Cell placement:
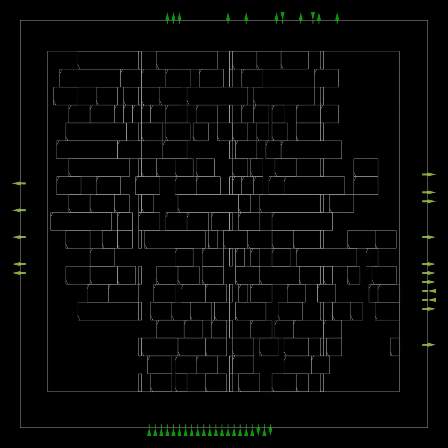
Supply network:
Scale: 8 px per um. Pins as bars on the die edge.
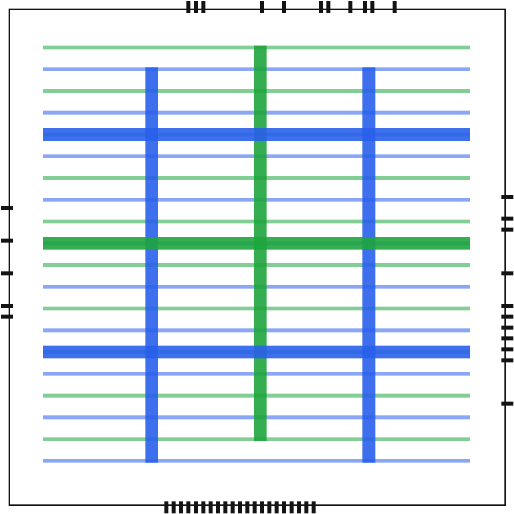
Cell sizes after repair:
Scale: 4 px per um.
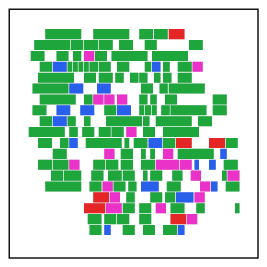
$ cat config.mk
export PLATFORM = sky130hd
export DESIGN_NAME = pipe_hazard_ctrl_flat
export DESIGN_NICKNAME = d
export VERILOG_FILES = /design/src/rtl/pipe_hazard_ctrl_if.sv /design/src/rtl/pipe_hazard_ctrl.sv /design/src/flat_wrapper.sv
export SDC_FILE = /design/constraint.sdc
export NUM_CORES = 1
export LEC_CHECK = 0
export CAP_MARGIN = 10
export CORE_MARGIN = 4
export CORE_UTILIZATION = 37
export DETAILED_ROUTE_END_ITERATION = 8
export PLACE_DENSITY = 0.75
export SLEW_MARGIN = 10
export SYNTH_ARGS = -nofsm -noshare
export SYNTH_HDL_FRONTEND = slang
export SYNTH_SLANG_ARGS = --single-unit
$ cat constraint.sdc
create_clock -name clk -period 2.1 [get_ports clk]
set_clock_uncertainty 0.05 [all_clocks]
set_input_delay 0.42 -clock clk [delete_from_list [all_inputs] [get_ports clk]]
set_output_delay 0.42 -clock clk [all_outputs]
set_load 0.02 [all_outputs]
$ cat src/rtl/pipe_hazard_ctrl_if.sv
// Hazard-control bundle between the pipeline datapath (master) and pipe_hazard_ctrl (slave).
// dbg_state mirrors the controller FSM (0 = RUN, 1 = MWAIT) so checkers can bind to it.
interface pipe_hazard_ctrl_if;
    logic [4:0]  id_rs1;
    logic [4:0]  id_rs2;
    logic        id_use_rs1;
    logic        id_use_rs2;
    logic [4:0]  ex_rd;
    logic        ex_mem2reg;
    logic        ex_branch_taken;
    // Memory handshake: an access is pending while me_mem_req is high; it completes in
    // the cycle me_mem_ready is high. Once waiting, only me_mem_ready is observed.
    logic        me_mem_req;
    logic        me_mem_ready;
    logic        pc_stall;
    logic        if_id_stall;
    logic        id_ex_stall;
    logic        ex_me_stall;
    logic        if_id_flush;
    logic        id_ex_flush;
    logic        me_wb_flush;
    logic [15:0] stall_cnt;
    logic        mem_err;
    logic        dbg_state;

    modport master (
        output id_rs1, id_rs2, id_use_rs1, id_use_rs2, ex_rd, ex_mem2reg,
               ex_branch_taken, me_mem_req, me_mem_ready,
        input  pc_stall, if_id_stall, id_ex_stall, ex_me_stall,
               if_id_flush, id_ex_flush, me_wb_flush, stall_cnt, mem_err, dbg_state
    );

    modport slave (
        input  id_rs1, id_rs2, id_use_rs1, id_use_rs2, ex_rd, ex_mem2reg,
               ex_branch_taken, me_mem_req, me_mem_ready,
        output pc_stall, if_id_stall, id_ex_stall, ex_me_stall,
               if_id_flush, id_ex_flush, me_wb_flush, stall_cnt, mem_err, dbg_state
    );
endinterface

$ cat src/rtl/pipe_hazard_ctrl.sv
// Pipeline stall/flush controller: memory wait > taken branch > load-use priority.
// Define PIPE_HAZARD_CTRL_TIMEOUT_EN to build in the memory-wait watchdog and sticky mem_err.
module pipe_hazard_ctrl #(
    parameter int unsigned MEM_TIMEOUT = 255
) (
    input  logic           clk,
    input  logic           rst,
    pipe_hazard_ctrl_if.slave hz
);

    if (MEM_TIMEOUT < 1 || MEM_TIMEOUT > 65535) begin : g_bad_timeout
        $error("MEM_TIMEOUT must be within 1..65535");
    end

    typedef enum logic {
        RUN   = 1'b0,
        MWAIT = 1'b1
    } state_t;

    state_t      state_q, state_d;
    logic [15:0] stall_cnt_q, stall_cnt_d;
    logic        timeout;
    logic        mem_stall;
    logic        branch_flush;
    logic        load_use;

`ifdef PIPE_HAZARD_CTRL_TIMEOUT_EN
    logic [15:0] wdog_q, wdog_d;
    logic        mem_err_q, mem_err_d;

    always_comb begin
        timeout   = (state_q == MWAIT) && (wdog_q == 16'(MEM_TIMEOUT));
        wdog_d    = wdog_q;
        mem_err_d = mem_err_q | timeout;
        if (state_q == RUN && state_d == MWAIT) begin
            wdog_d = '0;
        end else if (state_q == MWAIT) begin
            wdog_d = wdog_q + 16'd1;
        end
    end

    assign hz.mem_err = mem_err_q;
`else
    assign timeout    = 1'b0;
    assign hz.mem_err = 1'b0;
`endif

    // The completing (or timed-out) MWAIT cycle is not a stall, so the pipe resumes with zero extra latency.
    always_comb begin
        mem_stall = 1'b0;
        case (state_q)
            RUN:     mem_stall = hz.me_mem_req & ~hz.me_mem_ready;
            MWAIT:   mem_stall = ~hz.me_mem_ready & ~timeout;
            default: mem_stall = 1'b0;
        endcase
        branch_flush = ~mem_stall & hz.ex_branch_taken;
        load_use     = ~mem_stall & ~hz.ex_branch_taken & hz.ex_mem2reg & (hz.ex_rd != 5'd0) &
                       ((hz.id_use_rs1 & (hz.id_rs1 == hz.ex_rd)) |
                        (hz.id_use_rs2 & (hz.id_rs2 == hz.ex_rd)));
    end

    // Outputs are held quiet while reset is asserted so an abandoned wait releases the pipe at once.
    always_comb begin
        hz.pc_stall    = 1'b0;
        hz.if_id_stall = 1'b0;
        hz.id_ex_stall = 1'b0;
        hz.ex_me_stall = 1'b0;
        hz.if_id_flush = 1'b0;
        hz.id_ex_flush = 1'b0;
        hz.me_wb_flush = 1'b0;
        if (rst) begin
            if (mem_stall) begin
                hz.pc_stall    = 1'b1;
                hz.if_id_stall = 1'b1;
                hz.id_ex_stall = 1'b1;
                hz.ex_me_stall = 1'b1;
                hz.me_wb_flush = 1'b1;
            end else if (branch_flush) begin
                hz.if_id_flush = 1'b1;
                hz.id_ex_flush = 1'b1;
            end else if (load_use) begin
                hz.pc_stall    = 1'b1;
                hz.if_id_stall = 1'b1;
                hz.id_ex_flush = 1'b1;
            end
        end
    end

    always_comb begin
        state_d = state_q;
        case (state_q)
            RUN:     if (hz.me_mem_req && !hz.me_mem_ready) state_d = MWAIT;
            MWAIT:   if (hz.me_mem_ready || timeout)        state_d = RUN;
            default: state_d = RUN;
        endcase
        stall_cnt_d = stall_cnt_q;
        if (hz.pc_stall && stall_cnt_q != 16'hFFFF) begin
            stall_cnt_d = stall_cnt_q + 16'd1;
        end
    end

    always_ff @(posedge clk or negedge rst) begin
        if (!rst) begin
            state_q     <= RUN;
            stall_cnt_q <= '0;
`ifdef PIPE_HAZARD_CTRL_TIMEOUT_EN
            wdog_q      <= '0;
            mem_err_q   <= 1'b0;
`endif
        end else begin
            state_q     <= state_d;
            stall_cnt_q <= stall_cnt_d;
`ifdef PIPE_HAZARD_CTRL_TIMEOUT_EN
            wdog_q      <= wdog_d;
            mem_err_q   <= mem_err_d;
`endif
        end
    end

    assign hz.stall_cnt = stall_cnt_q;
    assign hz.dbg_state = (state_q == MWAIT);

endmodule

$ cat src/flat_wrapper.sv
// flat-port wrapper written by rule: the top's interface ports become plain ports
module pipe_hazard_ctrl_flat 
#(
    parameter int unsigned MEM_TIMEOUT = 255
)
  (clk, rst, hz_id_rs1, hz_id_rs2, hz_id_use_rs1, hz_id_use_rs2, hz_ex_rd, hz_ex_mem2reg, hz_ex_branch_taken, hz_me_mem_req, hz_me_mem_ready, hz_pc_stall, hz_if_id_stall, hz_id_ex_stall, hz_ex_me_stall, hz_if_id_flush, hz_id_ex_flush, hz_me_wb_flush, hz_stall_cnt, hz_mem_err, hz_dbg_state);
  pipe_hazard_ctrl_if hz_i ();
  input  logic clk;
  input  logic rst;
  input wire logic [$bits(hz_i.id_rs1)-1:0] hz_id_rs1;
  input wire logic [$bits(hz_i.id_rs2)-1:0] hz_id_rs2;
  input wire logic [$bits(hz_i.id_use_rs1)-1:0] hz_id_use_rs1;
  input wire logic [$bits(hz_i.id_use_rs2)-1:0] hz_id_use_rs2;
  input wire logic [$bits(hz_i.ex_rd)-1:0] hz_ex_rd;
  input wire logic [$bits(hz_i.ex_mem2reg)-1:0] hz_ex_mem2reg;
  input wire logic [$bits(hz_i.ex_branch_taken)-1:0] hz_ex_branch_taken;
  input wire logic [$bits(hz_i.me_mem_req)-1:0] hz_me_mem_req;
  input wire logic [$bits(hz_i.me_mem_ready)-1:0] hz_me_mem_ready;
  output wire logic [$bits(hz_i.pc_stall)-1:0] hz_pc_stall;
  output wire logic [$bits(hz_i.if_id_stall)-1:0] hz_if_id_stall;
  output wire logic [$bits(hz_i.id_ex_stall)-1:0] hz_id_ex_stall;
  output wire logic [$bits(hz_i.ex_me_stall)-1:0] hz_ex_me_stall;
  output wire logic [$bits(hz_i.if_id_flush)-1:0] hz_if_id_flush;
  output wire logic [$bits(hz_i.id_ex_flush)-1:0] hz_id_ex_flush;
  output wire logic [$bits(hz_i.me_wb_flush)-1:0] hz_me_wb_flush;
  output wire logic [$bits(hz_i.stall_cnt)-1:0] hz_stall_cnt;
  output wire logic [$bits(hz_i.mem_err)-1:0] hz_mem_err;
  output wire logic [$bits(hz_i.dbg_state)-1:0] hz_dbg_state;
  assign hz_i.id_rs1 = hz_id_rs1;
  assign hz_i.id_rs2 = hz_id_rs2;
  assign hz_i.id_use_rs1 = hz_id_use_rs1;
  assign hz_i.id_use_rs2 = hz_id_use_rs2;
  assign hz_i.ex_rd = hz_ex_rd;
  assign hz_i.ex_mem2reg = hz_ex_mem2reg;
  assign hz_i.ex_branch_taken = hz_ex_branch_taken;
  assign hz_i.me_mem_req = hz_me_mem_req;
  assign hz_i.me_mem_ready = hz_me_mem_ready;
  assign hz_pc_stall = hz_i.pc_stall;
  assign hz_if_id_stall = hz_i.if_id_stall;
  assign hz_id_ex_stall = hz_i.id_ex_stall;
  assign hz_ex_me_stall = hz_i.ex_me_stall;
  assign hz_if_id_flush = hz_i.if_id_flush;
  assign hz_id_ex_flush = hz_i.id_ex_flush;
  assign hz_me_wb_flush = hz_i.me_wb_flush;
  assign hz_stall_cnt = hz_i.stall_cnt;
  assign hz_mem_err = hz_i.mem_err;
  assign hz_dbg_state = hz_i.dbg_state;
  pipe_hazard_ctrl #(.MEM_TIMEOUT(MEM_TIMEOUT)) u_core (.clk(clk), .rst(rst), .hz(hz_i));
endmodule
==> results.tsv <==
metric	value	unit
status	finished with violations	
failed_checks	setup timing	
edf_count	0	
ys_ff	17	
netlist_area	1071	um^2
yosysCellCount	106	
p_clk	172	uW
grt_overflow	0	
tool_warnings	29	
worst-r2r-setup-slack	180	ps
h-tree-depth	1	
antenna-diode-count	0	
combGateArea	615.6	um^2
grt_usage	15.09	%
syn_avg_cell_area	10.10	um^2
yosys.stat.seqShare	39.72	%
fin_ws	-97.77	ps
slew_violations	0	
ant_nets	0	
hold_end	u_core.hz.stall_cnt[9]	
rr_worst_depth	7	
fin_tns_setup	-265.7	ps
ios	48	
critPathLaunchType	input port	
holdWs	450.1	ps
setup_viol	3	
top_area_cell	dfrtp_1	
antenna_found_initial	0	
top_power_group	sequential cells	
clkSlewWorstSetupHoldPaths	90	ps
drt_wl_total	2685	um
switchingPower	315.9	uW
root_buffer	clkbuf_4	
clock_area_share	1.592	%
synth.top_cell.area_share	39.72	%
power.density	579.8	nW/um^2
nClkBuffers	4	
Back to the opening pictures, 'cell placement':
flop share of the area: 25.78%
flip-flops: 17
Tapcells: 31
Non-Filler Instances: 194
post-layout util: 59.85%

Back to the opening pictures, 'supply network':
[green] VDD
[blue] VSS
signal pins: 48
met5 straps: 3
met1 rails: 20
VDD IR-drop max: 0.0005920 V
Die W: 61.80 um
area of the core: 2758 um^2
die height: 61.80 um

Back to the opening pictures, 'cell sizes after repair':
[red] _6 and larger | cells: 6 | share: 3.7% | most used: buf_6
[magenta] _3 and _4 cells | cells: 20 | share: 12% | most used: buf_4
[green] _0 and _1 cells | cells: 119 | share: 73%
[blue] _2 cells | cells: 18 | share: 11% | most used: nand3_2
synthesis-to-layout area growth: 54.09%
Non-clock buffers: 60

[worst max-delay path: stages]
cell and delay, ps:
buf_8 90, or4_4 540, o21ai_4 140, and2b_1 190
o211a_1 220, buf_6 130
[what timing repair did]
action / CTS / global route
endpoints found under the setup margin: 23 / 6
hold buffers: 0 / 0
buffers inserted: 1 / 1
gates resized: 67 / 5
pin swaps: 16 / 1
hold endpoints to repair: 0 / 0
[flip-flops by register name, indices dropped and copies added (netlist names)]
register,count
u_core.hz.stall_cnt,16
u_core.hz.dbg_state,1
[layer usage]
metal / vias to the layer above / GRT usage, % / routed length, um
li1: 478 / - / -
met1: 481 / 17.28 / 998
met2: 31 / 26.91 / 1499
met3: 4 / 3.719 / 144
met4: 0 / 5.758 / 43
met5: - / 0 / 0
[logic make-up (layout without fill, tap and decap cells)]
group                    Yosys count  after routing  share of synthesized area [%]
AND/OR/NAND/NOR                   48             48                          27.92
XOR/XNOR                          24             24                          19.63
flip-flops                        17             17                          39.72
buffers and inverters              8             65                          6.074
AND-OR/OR-AND                      6              6                          4.090
adder cells (fa/ha/maj)            1              1                          1.168
other                              1              1                         0.3501
multiplexers                       1              1                          1.051
[cell usage in the layout, fill, tap and decap left out, types with 2 or more instances in the layout]
cell type / Yosys / routed
clkdlybuf4s50_1: 0 / 24
buf_2: 1 / 5
xnor2_1: 24 / 24
buf_4: 4 / 13
and4_1: 2 / 2
dlygate4sd2_1: 0 / 11
clkbuf_4: 0 / 3
nand2_1: 5 / 5
nand3_2: 7 / 8
nand3_1: 7 / 6
nor2_1: 6 / 5
and3_1: 9 / 9
buf_6: 1 / 5
nand4_1: 5 / 5
dfrtp_1: 17 / 17
Power is estimated from default activity; no workload was simulated.
